==> run_1/ff_map.png <==
Drawn at 6 px/micron. Other sequential cells in the stronger gray, the rest of the logic in the fainter gray.
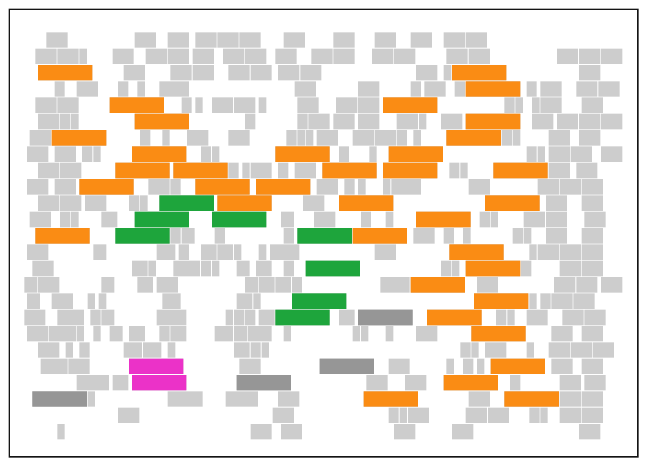
==> run_1/placed.png <==
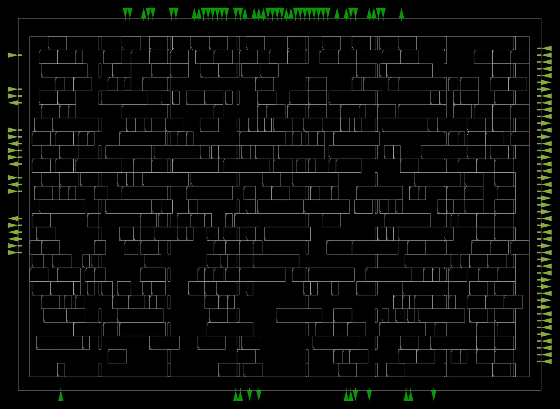
==> run_1/port_trees.png <==
Drawn at 4 px/micron.
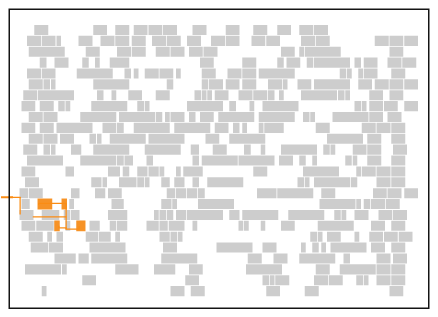
$ cat config.mk
export PLATFORM = sky130hd
export DESIGN_NAME = fifo_wrarb2
export DESIGN_NICKNAME = d
export VERILOG_FILES = /design/src/rtl/fifo_arb_pkg.sv /design/src/rtl/fifo_wrarb2.sv
export SDC_FILE = /design/constraint.sdc
export NUM_CORES = 1
export LEC_CHECK = 0
export CORE_ASPECT_RATIO = 0.7
export CORE_MARGIN = 2
export CORE_UTILIZATION = 35
export DETAILED_ROUTE_END_ITERATION = 6
export PLACE_DENSITY_LB_ADDON = 0.12
export RECOVER_POWER = 25
export SLEW_MARGIN = 20
export SYNTH_ARGS = -nofsm -noshare
export SYNTH_HDL_FRONTEND = slang
export SYNTH_SLANG_ARGS = --single-unit
$ cat constraint.sdc
create_clock -name clk -period 3.3 [get_ports clk]
set_input_delay 0.66 -clock clk [delete_from_list [all_inputs] [get_ports clk]]
set_output_delay 0.66 -clock clk [all_outputs]
set_load 0.05 [all_outputs]
$ cat src/rtl/fifo_arb_pkg.sv
// ============================================================================
// fifo_arb_pkg
// Shared types and widths for the two-requester FIFO write arbiter.
// Revision: 1.0
// ============================================================================
`default_nettype none

package fifo_arb_pkg;

   localparam int DW = 36;
   localparam int CW = 8;

   typedef enum logic [1:0] {
      IDLE = 2'd0,
      GNT0 = 2'd1,
      GNT1 = 2'd2
   } arb_state_e;

endpackage : fifo_arb_pkg

`default_nettype wire

$ cat src/rtl/fifo_wrarb2.sv
// ============================================================================
// fifo_wrarb2
// Packet-granular two-way round-robin write arbiter with registered FIFO write
// port, rfd throttling and beat-limit truncation.
// Revision: 1.0
// ============================================================================
`default_nettype none

module fifo_wrarb2
   import fifo_arb_pkg::*;
#(
   parameter int MAXBEATS = 64
)
(
   input  logic          clk,
   input  logic          rst_n,
   input  logic [DW-1:0] d0,
   input  logic [DW-1:0] d1,
   input  logic          iv0,
   input  logic          iv1,
   input  logic          last0,
   input  logic          last1,
   output logic          rdy0,
   output logic          rdy1,
   output logic [DW-1:0] pdo,
   output logic          ov,
   output logic          src,
   input  logic          rfd,
   output logic [1:0]    gnt,
   output logic          err
);

   localparam logic [CW-1:0] C_CNT_LAST = CW'(MAXBEATS - 1);

   arb_state_e    state_q, state_d;
   logic          pri_q, pri_d;
   logic [CW-1:0] cnt_q, cnt_d;
   logic [DW-1:0] pdo_q, pdo_d;
   logic          src_q, src_d;
   logic          ov_q, ov_d;
   logic          err_q, err_d;

   logic          w_sel;
   logic          w_acc;
   logic          w_last;
   logic          w_limit;
   logic          w_release;
   logic [DW-1:0] w_data;

   assign rdy0      = (state_q == GNT0) & rfd;
   assign rdy1      = (state_q == GNT1) & rfd;
   assign w_sel     = (state_q == GNT1);
   assign w_acc     = (iv0 & rdy0) | (iv1 & rdy1);
   assign w_last    = w_sel ? last1 : last0;
   assign w_data    = w_sel ? d1 : d0;
   assign w_limit   = (cnt_q == C_CNT_LAST);
   assign w_release = w_acc & (w_last | w_limit);

   always_comb begin
      state_d = state_q;
      pri_d   = pri_q;
      cnt_d   = cnt_q;
      pdo_d   = pdo_q;
      src_d   = src_q;
      ov_d    = w_acc;
      err_d   = err_q;

      if (w_acc) begin
         pdo_d = w_data;
         src_d = w_sel;
      end

      unique case (state_q)
         IDLE: begin
            cnt_d = '0;
            // Favoured requester only matters when both are waiting
            if (iv0 & iv1)  state_d = pri_q ? GNT1 : GNT0;
            else if (iv0)   state_d = GNT0;
            else if (iv1)   state_d = GNT1;
         end
         GNT0, GNT1: begin
            if (w_release) begin
               state_d = IDLE;
               pri_d   = ~w_sel;
               cnt_d   = '0;
               err_d   = err_q | (w_limit & ~w_last);
            end else if (w_acc) begin
               cnt_d = cnt_q + 1'b1;
            end
         end
         default: state_d = IDLE;
      endcase
   end

   always_ff @(posedge clk or negedge rst_n) begin
      if (!rst_n) begin
         state_q <= IDLE;
         pri_q   <= 1'b0;
         cnt_q   <= '0;
         pdo_q   <= '0;
         src_q   <= 1'b0;
         ov_q    <= 1'b0;
         err_q   <= 1'b0;
      end else begin
         state_q <= state_d;
         pri_q   <= pri_d;
         cnt_q   <= cnt_d;
         pdo_q   <= pdo_d;
         src_q   <= src_d;
         ov_q    <= ov_d;
         err_q   <= err_d;
      end
   end

   assign pdo = pdo_q;
   assign ov  = ov_q;
   assign src = src_q;
   assign err = err_q;
   assign gnt = {state_q == GNT1, state_q == GNT0};

endmodule : fifo_wrarb2

`default_nettype wire
==> Changelog: implementation, run 1 <==
### Physical design

* First-pass GRT wire length at around 10 mm
* Fin Setup TNS at 0 ns
* Combinational share of power at 0.622
* Hold crit path type: flop to flop
* Vias per Instance at approximately 4.7
* Top-count cell post-synth: dfrtp_1
* Antenna Violating Nets Remaining at 0
* Cell mode on critical path: clkdlybuf4s50_1
* CTS Sinks at ~50
* Min cycle time layout at around 2.8 ns
* Clock Path Buffers at 2
* Log Warnings at 29
* Distinct lib cells at 33
* Period utilisation layout at 0.847
* Post-layout util at 0.567
* Post-synthesis sequential area ratio at 0.506
* DR pass1 iterations at 4
* Number of port buffers at approximately 120
* Status: completed
* Yosys stat chip area at between 2000 and 2500 sq um
* Post-synth ARST share at 1.00
* Max stage delay cell, worst path: clkdlybuf4s50_1
* Final nets at 446
* Worst slew pin tran at about 1.5 ns
-- ff_map.png (at the start) --
magenta -> state_q  # flops 2
orange -> pdo  # flops 36
green -> cnt_q  # flops 8, where center
not colored = 4

-- placed.png (at the start) --
Finished Layout Cells: 457
Core Box Area: 6790 sq um

-- port_trees.png (at the start) --
orange -> iv1  # bits 1, direction input, edge left, end cells 4, buffers 1, wire 34.7 microns

-- run 1: state kept, by name, summed over array words and instances (netlist names) --
signal / count
pdo: 36
cnt_q: 8
state_q: 2
err: 1
ov: 1
pri_q: 1
src: 1
-- run 1: power groups by stage --
| stage | sequential [mW] | clock [mW] | combinational (mW) |
|---|---|---|---|
| after global routing | 0.986 | 0.395 | 2.30 |
| after detailed placement | 0.970 | 0 | 2.17 |
| after floorplan | 1.69 | 0 | 0.728 |
| final | 0.954 | 0.353 | 2.15 |
| after CTS | 0.958 | 0.369 | 2.17 |
| after global placement | 0.959 | 0 | 2.15 |
-- run 1: placed cells by master, fill, tap and decap left out, types with 4 or more instances in the layout --
master,instances
mux2i_1,38
buf_4,4
dfrtp_1,50
clkdlybuf4s50_1,120
o21ai_0,39
o31ai_1,4
o211ai_1,4
nand2_1,45
a21oi_1,7
inv_1,8
ha_1,4
clkbuf_8,5
-- run 1: worst paths after layout --
path                       depth (start not counted)  endpoint  slack, ns
hold / removal                                     1       err       0.47
setup / recovery                                   3      rdy1       0.50
setup reg to reg                                   7  cnt_q[3]       0.91
hold reg to reg                                    1       err       0.47
max in group asynchronous                          2   pdo[28]       0.77
min in group asynchronous                          1     pri_q       0.69
-- run 1: through the flow --
stage / instance area (sq um) / worst slack (ns) / power (mW) / cells / hold slack (ns)
finish: 3850 / 0.505 / 3.45 / 457 / 0.475
global route: 3850 / 0.307 / 3.68 / 457 / 0.507
CTS: 3860 / 0.492 / 3.50 / 457 / 0.379
detailed placement: 3770 / 0.493 / 3.14 / 449 / 0.462
global placement: 3770 / 0.529 / 3.11 / 449 / 0.459
floorplan: 2470 / 1.19 / 2.41 / 243 / 0.364
-- run 1: cell families after synthesis --
group                      Yosys count  synth area share
DFF                                 50             0.506
AOI/OAI and AO/OA                   64             0.154
muxes                               38             0.154
adders and majority gates            5            0.0253
buffers and inverters               23            0.0415
and+or+nand+nor                     63             0.120
-- run 1: per-layer routing --
layer	global-route usage	routed length, microns	vias to the layer above	part of all wire
met5	0	0	-	0
met4	0.0541	63	0	0.0098
met3	0.0605	512	5	0.080
met2	0.255	2820	70	0.44
met1	0.233	3020	989	0.47
li1	-	-	1095	-
-- run 1: area by class of cell --
type	instances	share of cell area
Tap cell	94	0.0305
Clock buffer	6	0.0188
Timing Repair Buffer	126	0.322
Inverter	9	0.00877
Multi-Input combinational cell	170	0.292
Clock inverter	2	0.00357
Sequential cell	50	0.325
--- run 2 (diff from run 1) ---
==> constraint.sdc (replaced) <==
create_clock -name clk -period 2.65 [get_ports clk]
set_input_delay 0.53 -clock clk [delete_from_list [all_inputs] [get_ports clk]]
set_output_delay 0.53 -clock clk [all_outputs]
set_load 0.05 [all_outputs]
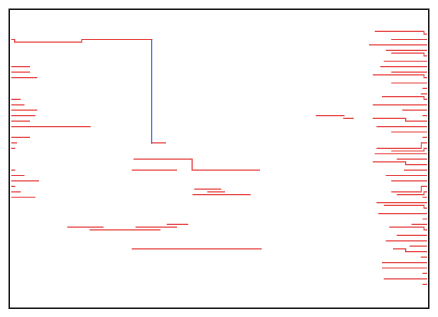
(run_2/layers.png)
Drawn at 4 px/micron. Two of the layers only.
blue -> M4  # wire length 25.8 microns
red -> M3  # wire length 667 microns

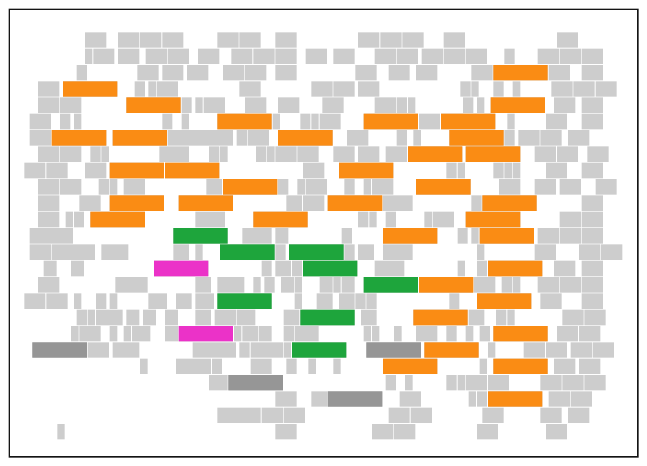
(run_2/ff_map.png)
Drawn at 6 px/micron. Other sequential cells in the stronger gray, the rest of the logic in the fainter gray.
magenta -> state_q  # flops 2
orange -> pdo  # flops 36
green -> cnt_q  # flops 8, where center

==> run 2 against run 1 <==
  * The run now ends with max-capacitance violations, max-slew violations left
  * Core utilization grew 1.3 points
  * Combinational power rose by 27%
  * Die area did not move
  * Sequential share of layout area shrank 0.70 points
  * Clock power rose by about 60%
  * Non-clock buffer count rose by 1
  * Power increased by 30%
  * Synthesized cell count is the same
  * Count of clock-buffer cells in the layout is the same
  * Hold slack improved by 0.0056 ns
==> Changelog: implementation, run 2 <==
### Physical design

* Final worst slack at roughly 0.29 ns
* Max cap viols at 1
* Slew Limit Fails at 29
* Met2 Usage GRT at 0.254
* Vias per Instance at 4.76
* Placed cells at about 450
* Failing checks: max-capacitance violations, max-slew violations
* Yosys adder share at 0.0253
* Log Warnings at 29
* Finished Layout Cells at about 460
* Min cycle time layout at around 2.4 ns
* Antenna Violating Nets Remaining at 0
* Most numerous logic cells after layout: 117 x clkdlybuf4s50_1, 50 x dfrtp_1, 45 x nand2_1
* R2R depth at 7
* Fin Setup TNS at 0 ns
* XOR Share, Synth at 0
* Design Power at between 4 and 5 mW
* Distinct lib cells at 33
* Hold Path Sink: err
* Period utilisation layout at 0.890
* Post-synthesis sequential area ratio at 0.506
* Basic Gates by Area at 0.120
* Status: finished with violations
* Met3 usage at 0.0587
* Post-Layout Inst Area at roughly 4000 sq um
* Dominant comb cell: AND-OR/OR-AND gates
* Clock Path Buffers at 2
* Top-count cell post-synth: dfrtp_1
* Post-DP Area at approximately 3800 sq um
-- run 2: cell counts after synthesis --
Identical to the previous run, type by type.
-- run 2: worst max-delay path by stage --
stage                           from       end  slack (ns)
after floorplan           state_q[1]  cnt_q[3]        0.63
after global placement           iv0  cnt_q[7]        0.43
after detailed placement         iv0  cnt_q[5]        0.40
after CTS                 state_q[1]    gnt[0]        0.28
after global routing      state_q[1]    gnt[0]        0.22
final                     state_q[1]    gnt[0]        0.29
-- run 2: cell families (layout without fill, tap and decap cells) --
family	Yosys count	in the layout
buffers and inverters	23	144
AND/OR/NAND/NOR	63	63
adder cells (fa/ha/maj)	5	5
AND-OR/OR-AND	64	64
multiplexers	38	38
flip-flops	50	50
-- run 2: cell type report --
type / instances / share of cell area
sequential: 50 / 0.318
clock inverter: 2 / 0.00985
inverter: 9 / 0.00858
clock buffer: 6 / 0.0210
tap: 94 / 0.0299
multi-input combinational: 170 / 0.285
timing repair buffer: 127 / 0.327
-- run 2: worst max-delay path, stage by stage (launching register included) --
cell	delay, ns
dfrtp_1	0.43
inv_1	0.10
ha_1	0.20
clkdlybuf4s50_1	0.82
-- run 2: metal layers --
layer,wire length (microns),vias up
met2,2800,92
li1,-,1096
met3,666,2
met4,25,0
met5,0,-
met1,2940,989
-- run 2: power breakdown --
group          switching [mW]  leakage, nW  internal [mW]  total, mW
Clock                   0.255       0.0618          0.311      0.566
Combinational            1.75        0.966          0.992       2.74
Sequential              0.149        0.640           1.05       1.19
Total                    2.15         1.67           2.35       4.50
--- run 3 (diff from run 2) ---
==> constraint.sdc (replaced) <==
create_clock -name clk -period 2.6 [get_ports clk]
set_input_delay 0.52 -clock clk [delete_from_list [all_inputs] [get_ports clk]]
set_output_delay 0.52 -clock clk [all_outputs]
set_load 0.05 [all_outputs]
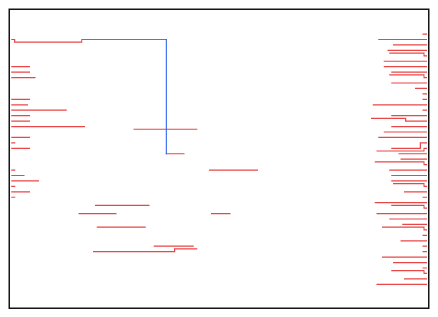
(run_3/layers.png)
Drawn at 4 px/micron. Two of the layers only.
blue -> M4  # wire length 28.6 microns
red -> M3  # wire length 605 microns

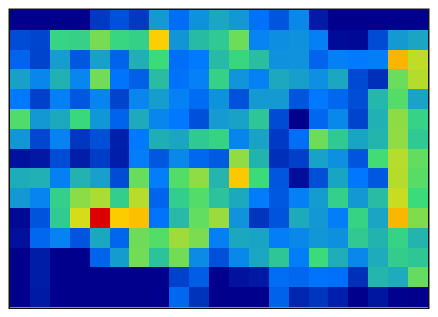
(run_3/route_heat.png)
Drawn at 4 px/micron. 21 x 15 tiles, from dark blue (low) to red (high), scaled to the fullest tile. Values are wire area over tile area, all layers added.
emptiest ninth of the die = lower left
nearly empty tiles = 11%
tiles over half the peak = 14%
fullest tile = 0.46

==> run 3 against run 2 <==
  * Sequential share of layout area about the same
  * Wire length up 0.54%
  * Critical path depth unchanged
  * Setup slack worse by 0.048 ns
  * Largest cell class unchanged
  * Count of clock-buffer cells in the layout down 1
  * Register-to-register slack about the same
  * Clock skew down 0.0049 ns
  * The run still ends with max-capacitance violations, max-slew violations left
==> Changelog: implementation, run 3 <==
### Physical design

* Status: finished with violations
* Failing checks: max-capacitance violations, max-slew violations
* Max stage delay on crit path at roughly 0.82 ns
* WS Path Type: flop to output port
* Max reg flops at 36
* Hold Path Sink: pdo[35]
* Int Pwr at around 2.4 mW
* Fin Setup TNS at 0 ns
* Sw Share at 0.483
* Most numerous logic cells after layout: 117 x clkdlybuf4s50_1, 50 x dfrtp_1, 45 x nand2_1
* Hold path cells at 2
* Core Box Area at roughly 6800 sq um
* R2R depth at 7
* Slew Limit Fails at 29
* Yosys stat chip area at 2470 sq um
* Post-synthesis sequential area ratio at 0.506
* Max stage delay cell, worst path: clkdlybuf4s50_1
* MUX area fraction at 0.154
* Antenna Violating Nets Remaining at 0
* Clock Path Buffers at 2
* Placer's final routability congestion estimate at between 0.8 and 0.9
* CP Cell Sequence: inv_1 -> ha_1 -> clkdlybuf4s50_1
* Max cap viols at 1
* Yosys Instances at 243
* Min cycle time layout at between 2 and 2.5 ns
* Worst slew pin tran at approximately 1.6 ns
* Vias per Instance at around 4.8
* Top-count cell post-synth: dfrtp_1
* Clock power frac at 0.123
* CTS Sinks at around 50
* Yosys adder share at 0.0253
* Critical Path Start: state_q[1]
* Final nets at between 400 and 500
* Worst R2R End: cnt_q[7]
* Basic Gates by Area at 0.120
* Distinct lib cells at 33
* DR pass1 iterations at 4
* Most used logic cell in the final layout: clkdlybuf4s50_1
* Combinational share of power at 0.611
* Hold crit path type: flop to flop
* Net Switching at between 2 and 2.5 mW
* XOR Share, Synth at 0
* Period utilisation layout at 0.906
* Log Warnings at 29
* Dominant comb cell: AND-OR/OR-AND gates
* Share of power burned in registers at 0.266
## run 3: cell counts after synthesis
Identical to the previous run, type by type.
## run 3: per-layer routing
metal	share of wire	vias to the layer above	wire length, microns	global-route usage
met4	0.0043	0	28	0.0315
li1	-	1097	-	-
met3	0.094	2	605	0.0578
met1	0.48	995	3100	0.236
met2	0.42	85	2740	0.256
met5	0	-	0	0
## run 3: kinds of logic (layout without fill, tap and decap cells)
group / count (synthesis) / after routing
buf+inv: 23 / 144
simple gates: 63 / 63
compound gates: 64 / 64
fa+ha+maj: 5 / 5
flops: 50 / 50
mux: 38 / 38
## run 3: layout make-up
cell class | count | area [sq um] | share of cell area
timing repair buffer | 127 | 1290 | 0.328
sequential | 50 | 1250 | 0.318
multi-input combinational | 170 | 1120 | 0.286
tap | 94 | 118 | 0.0299
clock buffer | 5 | 68.8 | 0.0175
clock inverter | 3 | 48.8 | 0.0124
inverter | 9 | 33.8 | 0.00859
## run 3: worst max-delay path by stage
stage,end,cells after the start,slack [ns]
after floorplan,cnt_q[3],7,0.58
after global placement,cnt_q[7],6,0.38
after detailed placement,cnt_q[3],6,0.36
after CTS,gnt[0],3,0.24
after global routing,gnt[0],3,0.15
final,gnt[0],3,0.24
## run 3: stage by stage
step           hold slack, ns  cells  setup WS (ns)  utilization
4_1_cts                 0.260    458          0.240        0.580
3_5_place_dp            0.467    450          0.358        0.563
5_1_grt                 0.504    458          0.149        0.579
2_1_floorplan           0.224    243          0.580            -
6_report                0.485    458          0.244        0.579
3_3_place_gp            0.458    450          0.381        0.563
## run 3: power groups by stage
stage	clock (mW)	sequential [mW]	combinational, mW
after floorplan	0	2.14	0.924
after global placement	0	1.22	2.79
after detailed placement	0	1.24	2.83
after CTS	0.583	1.22	2.83
after global routing	0.608	1.26	2.99
final	0.564	1.22	2.80
## run 3: critical path: cells and delay by family (launching register included)
family                   cells  cell delay [ns]
buffers and inverters        2             0.91
adder cells (fa/ha/maj)      1             0.19
flip-flops                   1             0.43
Power and IR drop assume default switching activity.
